$ cat config.mk
export PLATFORM = sky130hd
export DESIGN_NAME = div_rr_sched_flat
export DESIGN_NICKNAME = d
export VERILOG_FILES = /design/src/rtl/div_rr_sched_if.sv /design/src/rtl/div_rr_sched.sv /design/src/flat_wrapper.sv
export SDC_FILE = /design/constraint.sdc
export NUM_CORES = 1
export LEC_CHECK = 0
export CAP_MARGIN = 20
export CORE_ASPECT_RATIO = 0.8
export CORE_UTILIZATION = 45
export CTS_CLUSTER_DIAMETER = 100
export DETAILED_ROUTE_END_ITERATION = 7
export GPL_ROUTABILITY_DRIVEN = 0
export GPL_TIMING_DRIVEN = 0
export PLACE_DENSITY = 0.78
export RECOVER_POWER = 25
export SETUP_SLACK_MARGIN = 0.02
export SLEW_MARGIN = 20
export SYNTH_ARGS = -nofsm -noshare
export SYNTH_HDL_FRONTEND = slang
export SYNTH_SLANG_ARGS = --single-unit
$ cat constraint.sdc
create_clock -name clk -period 3.1 [get_ports clk]
set_input_delay 0.62 -clock clk [delete_from_list [all_inputs] [get_ports clk]]
set_output_delay 0.62 -clock clk [all_outputs]
set_load 0.005 [all_outputs]
$ cat src/rtl/div_rr_sched_if.sv
// Request/response bundle between the clients and the shared divider.
// The scheduler takes the slave side; the requesters and consumer take the master side.
interface div_rr_sched_if #(
   parameter int WIDTH = 8,
   parameter int NREQ  = 4
);
   localparam int IDW = $clog2(NREQ);

   logic [NREQ-1:0]       req_valid;
   logic [NREQ-1:0]       req_ready;
   logic [NREQ*WIDTH-1:0] req_dvd;
   logic [NREQ*WIDTH-1:0] req_dvs;
   logic                  rsp_valid;
   logic                  rsp_ready;
   logic [IDW-1:0]        rsp_id;
   logic [WIDTH-1:0]      rsp_qot;
   logic [WIDTH-1:0]      rsp_rmd;
   logic                  rsp_dbz;
   logic                  busy;

   modport master (
      output req_valid, req_dvd, req_dvs, rsp_ready,
      input  req_ready, rsp_valid, rsp_id,
      input  rsp_qot, rsp_rmd, rsp_dbz, busy
   );

   modport slave (
      input  req_valid, req_dvd, req_dvs, rsp_ready,
      output req_ready, rsp_valid, rsp_id,
      output rsp_qot, rsp_rmd, rsp_dbz, busy
   );
endinterface

$ cat src/rtl/div_rr_sched.sv
// Round-robin scheduler around one restoring divider.
// Produces one quotient bit per clock and runs a single operation at a time.
module div_rr_sched #(
   parameter int WIDTH = 8,
   parameter int NREQ  = 4
) (
   input logic         clk,
   input logic         reset_n,
   div_rr_sched_if.slave bus
);
   localparam int IDW = $clog2(NREQ);
   localparam int CW  = $clog2(WIDTH + 1);

   typedef enum logic [1:0] {IDLE, DIV, DONE} state_t;

   state_t           state;
   logic [IDW-1:0]   last;
   logic [IDW-1:0]   gid;
   logic             found;
   logic [NREQ-1:0]  gnt;
   logic [WIDTH:0]   acc;
   logic [WIDTH:0]   acc_sh;
   logic [WIDTH:0]   t;
   logic [WIDTH:0]   acc_nx;
   logic [WIDTH-1:0] q;
   logic [WIDTH-1:0] q_nx;
   logic [WIDTH-1:0] dvs;
   logic [WIDTH-1:0] dvd_g;
   logic [WIDTH-1:0] dvs_g;
   logic [CW-1:0]    cnt;

   // Search starts just past the last winner so every requester gets a turn.
   always_comb begin
      found = 1'b0;
      gid   = '0;
      for (int k = 1; k <= NREQ; k++) begin
         if (!found && bus.req_valid[(int'(last) + k) % NREQ]) begin
            found = 1'b1;
            gid   = IDW'((int'(last) + k) % NREQ);
         end
      end
      gnt = '0;
      if (found) gnt[gid] = 1'b1;
   end

   assign bus.req_ready = (reset_n && state == IDLE) ? gnt : '0;
   assign dvd_g = bus.req_dvd[gid*WIDTH +: WIDTH];
   assign dvs_g = bus.req_dvs[gid*WIDTH +: WIDTH];

   assign acc_sh = {acc[WIDTH-1:0], q[WIDTH-1]};
   assign t      = acc_sh - {1'b0, dvs};
   assign acc_nx = t[WIDTH] ? acc_sh : t;
   assign q_nx   = {q[WIDTH-2:0], ~t[WIDTH]};

   always_ff @(posedge clk) begin
      if (!reset_n) begin
         state         <= IDLE;
         last          <= IDW'(NREQ - 1);
         acc           <= '0;
         q             <= '0;
         dvs           <= '0;
         cnt           <= '0;
         bus.rsp_valid <= 1'b0;
         bus.rsp_id    <= '0;
         bus.rsp_qot   <= '0;
         bus.rsp_rmd   <= '0;
         bus.rsp_dbz   <= 1'b0;
         bus.busy      <= 1'b0;
      end else begin
         unique case (state)
            IDLE: begin
               if (found) begin
                  last       <= gid;
                  bus.rsp_id <= gid;
                  acc        <= '0;
                  q          <= dvd_g;
                  dvs        <= dvs_g;
                  cnt        <= CW'(WIDTH);
                  bus.busy   <= 1'b1;
                  if (dvs_g == '0) begin
                     state         <= DONE;
                     bus.rsp_valid <= 1'b1;
                     bus.rsp_qot   <= '1;
                     bus.rsp_rmd   <= dvd_g;
                     bus.rsp_dbz   <= 1'b1;
                  end else begin
                     state <= DIV;
                  end
               end
            end
            DIV: begin
               acc <= acc_nx;
               q   <= q_nx;
               cnt <= cnt - CW'(1);
               if (cnt == CW'(1)) begin
                  state         <= DONE;
                  bus.rsp_valid <= 1'b1;
                  bus.rsp_qot   <= q_nx;
                  bus.rsp_rmd   <= acc_nx[WIDTH-1:0];
                  bus.rsp_dbz   <= 1'b0;
               end
            end
            DONE: begin
               if (bus.rsp_ready) begin
                  state         <= IDLE;
                  bus.rsp_valid <= 1'b0;
                  bus.busy      <= 1'b0;
               end
            end
            default: state <= IDLE;
         endcase
      end
   end
endmodule

$ cat src/flat_wrapper.sv
// flat-port wrapper written by rule: the top's interface ports become plain ports
module div_rr_sched_flat 
#(
   parameter int WIDTH = 8,
   parameter int NREQ  = 4
)
  (clk, reset_n, bus_req_valid, bus_req_dvd, bus_req_dvs, bus_rsp_ready, bus_req_ready, bus_rsp_valid, bus_rsp_id, bus_rsp_qot, bus_rsp_rmd, bus_rsp_dbz, bus_busy);
  div_rr_sched_if #(.WIDTH(WIDTH), .NREQ(NREQ)) bus_i ();
  input logic clk;
  input logic reset_n;
  input wire logic [$bits(bus_i.req_valid)-1:0] bus_req_valid;
  input wire logic [$bits(bus_i.req_dvd)-1:0] bus_req_dvd;
  input wire logic [$bits(bus_i.req_dvs)-1:0] bus_req_dvs;
  input wire logic [$bits(bus_i.rsp_ready)-1:0] bus_rsp_ready;
  output wire logic [$bits(bus_i.req_ready)-1:0] bus_req_ready;
  output wire logic [$bits(bus_i.rsp_valid)-1:0] bus_rsp_valid;
  output wire logic [$bits(bus_i.rsp_id)-1:0] bus_rsp_id;
  output wire logic [$bits(bus_i.rsp_qot)-1:0] bus_rsp_qot;
  output wire logic [$bits(bus_i.rsp_rmd)-1:0] bus_rsp_rmd;
  output wire logic [$bits(bus_i.rsp_dbz)-1:0] bus_rsp_dbz;
  output wire logic [$bits(bus_i.busy)-1:0] bus_busy;
  assign bus_i.req_valid = bus_req_valid;
  assign bus_i.req_dvd = bus_req_dvd;
  assign bus_i.req_dvs = bus_req_dvs;
  assign bus_i.rsp_ready = bus_rsp_ready;
  assign bus_req_ready = bus_i.req_ready;
  assign bus_rsp_valid = bus_i.rsp_valid;
  assign bus_rsp_id = bus_i.rsp_id;
  assign bus_rsp_qot = bus_i.rsp_qot;
  assign bus_rsp_rmd = bus_i.rsp_rmd;
  assign bus_rsp_dbz = bus_i.rsp_dbz;
  assign bus_busy = bus_i.busy;
  div_rr_sched #(.WIDTH(WIDTH), .NREQ(NREQ)) u_core (.clk(clk), .reset_n(reset_n), .bus(bus_i));
endmodule
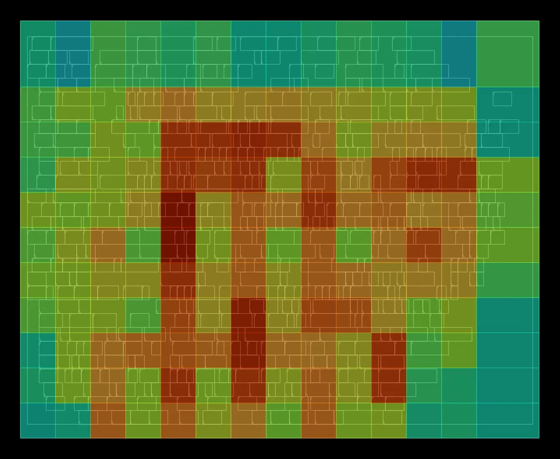
**Above:** routing congestion.
met3 Usage GRT: 0.0485
met1 Use GR: 0.355
final core utilization: 0.654

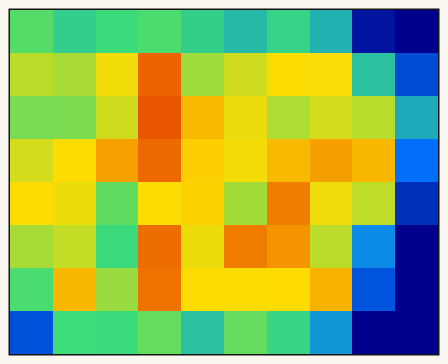
**Above:** cell density map.
The die is cut into 10 by 8 equal tiles; dark blue is low, red is high, 0 to 100% covered.
nearly empty tiles	6.2%
mean over tiles	58%
tiles over 75% full	21%

==> GITHUB_STEP_SUMMARY <==
### Flow metrics

| Metric | Value |
|---|---|
| Post-CTS Resized | `26` |
| Worst Max-Slew Pin Slew | `0.685 ns` |
| Avg Cell Area, Syn | `8.37 um^2` |
| Total CTS buffers | `5` |
| Routed len/inst | `16.6 um` |
| Placed insts | `629` |
| Met3 Wirelength | `945 um` |
| Total number of cells along the worst setup path | `12` |
| Pre-Place Util | `0.476` |
| Maximum vdd drop | `0.506 mV` |
| Largest net degree at the start of global routing | `16` |
| Placed Area | `4670 um^2` |
| Buffers excl. clock | `131` |
| WL met1 | `4.81 mm` |
| Fin Clk Skew | `0.00245 ns` |
| Max-Cap Viols | `0` |
| Most frequent cell after synthesis | `nand2_1` |
| Dominant register cell in the synthesized netlist | `dfxtp_1` |
| Hold-fix buffers, CTS | `0` |
| Post-synth area from yosys stat | `3600 um^2` |
| CP Data Required Time | `3.26 ns` |
| R2r startpoint | `u_core.dvs[0]$_SDFFE_PN0P_` |
| Crit share post-route | `0.965` |
| GRT met2 Usage | `0.429` |
| Detailed Route Iter0 Violations | `326` |
| Crit path capture type | `register` |
| Worst Hold Path Cells | `2` |
| Ys async rst share | `0` |
| Ys cells | `430` |
| Count of tool warnings | `30` |
| Post-synth top cells | `nand2_1, dfxtp_1, a21oi_1` |
| CTS Buffer Depth | `2` |
| Internal reg-to-reg setup slack | `0.11 ns` |
| I/O pin count | `96` |
| Final setup TNS | `0 ns` |
| Yosys reg bits | `53` |
| Combinational power | `0.00376 W` |
| Internal power | `0.00291 W` |
| DRT Pass-1 Iters | `5` |
| Fin Hold WS | `0.463 ns` |
| Vias in the first global route | `3481` |
| Startpoint class of the critical path | `register` |
| Top cells by area, synth | `dfxtp_1, a21oi_1, nand2_1` |
| Fin cells | `645` |
| Clock-net power | `0.000490 W` |
| Clock sink count | `53` |
| Die Y | `82.0 um` |
| Number of diodes | `0` |
| Worst hold path class | `register to register` |
| Leading area contributor after synthesis | `dfxtp_1` |
| Layout cells sized above 1 | `0.150` |
| # clk buffers | `7` |
| Max-slew violation count | `0` |
| Comb area share | `0.468` |
| Area grow syn2layout | `37.5%` |
| Pre-CTS setup slack | `-0.675 ns` |
| Mapped Cells | `430` |
| Peak per-stage delay on the critical path | `0.40 ns` |
| # rows | `28` |
| Most frequent logic cell in the layout | `clkdlybuf4s50_1` |
| Clk_lat worst skew | `0.30 ns` |
| Dominant kind of combinational cell | `AND-OR/OR-AND gates` |
| Worst setup path end | `u_core.bus.rsp_rmd[7]$_SDFFE_PN0P_` |
| Biggest Area Class | `logic gates` |
| # port buffers | `94` |
| Syn nets | `515` |
| Antenna violations before repair | `0` |
| Clock-cell share | `0.0235` |
| Status | `complete, no violations` |
| Design Area, Final | `4950 um^2` |
| Final Power | `0.00542 W` |
| Final nets | `624` |
| DRT Wirelength | `10.7 mm` |
| Basic Gates by Area | `0.166` |
| Inverters | `34` |
| Final min period | `2.99 ns` |
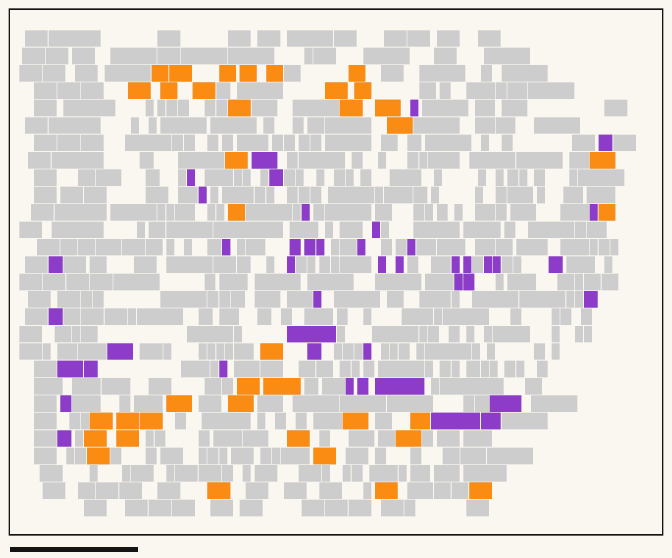
**Above:** gate families picked out.
Scale bar: 20 um.
family	color	cells
AND-OR and OR-AND gates	orange	38
NOR gates	purple	44

Power is estimated from default activity; no workload was simulated.
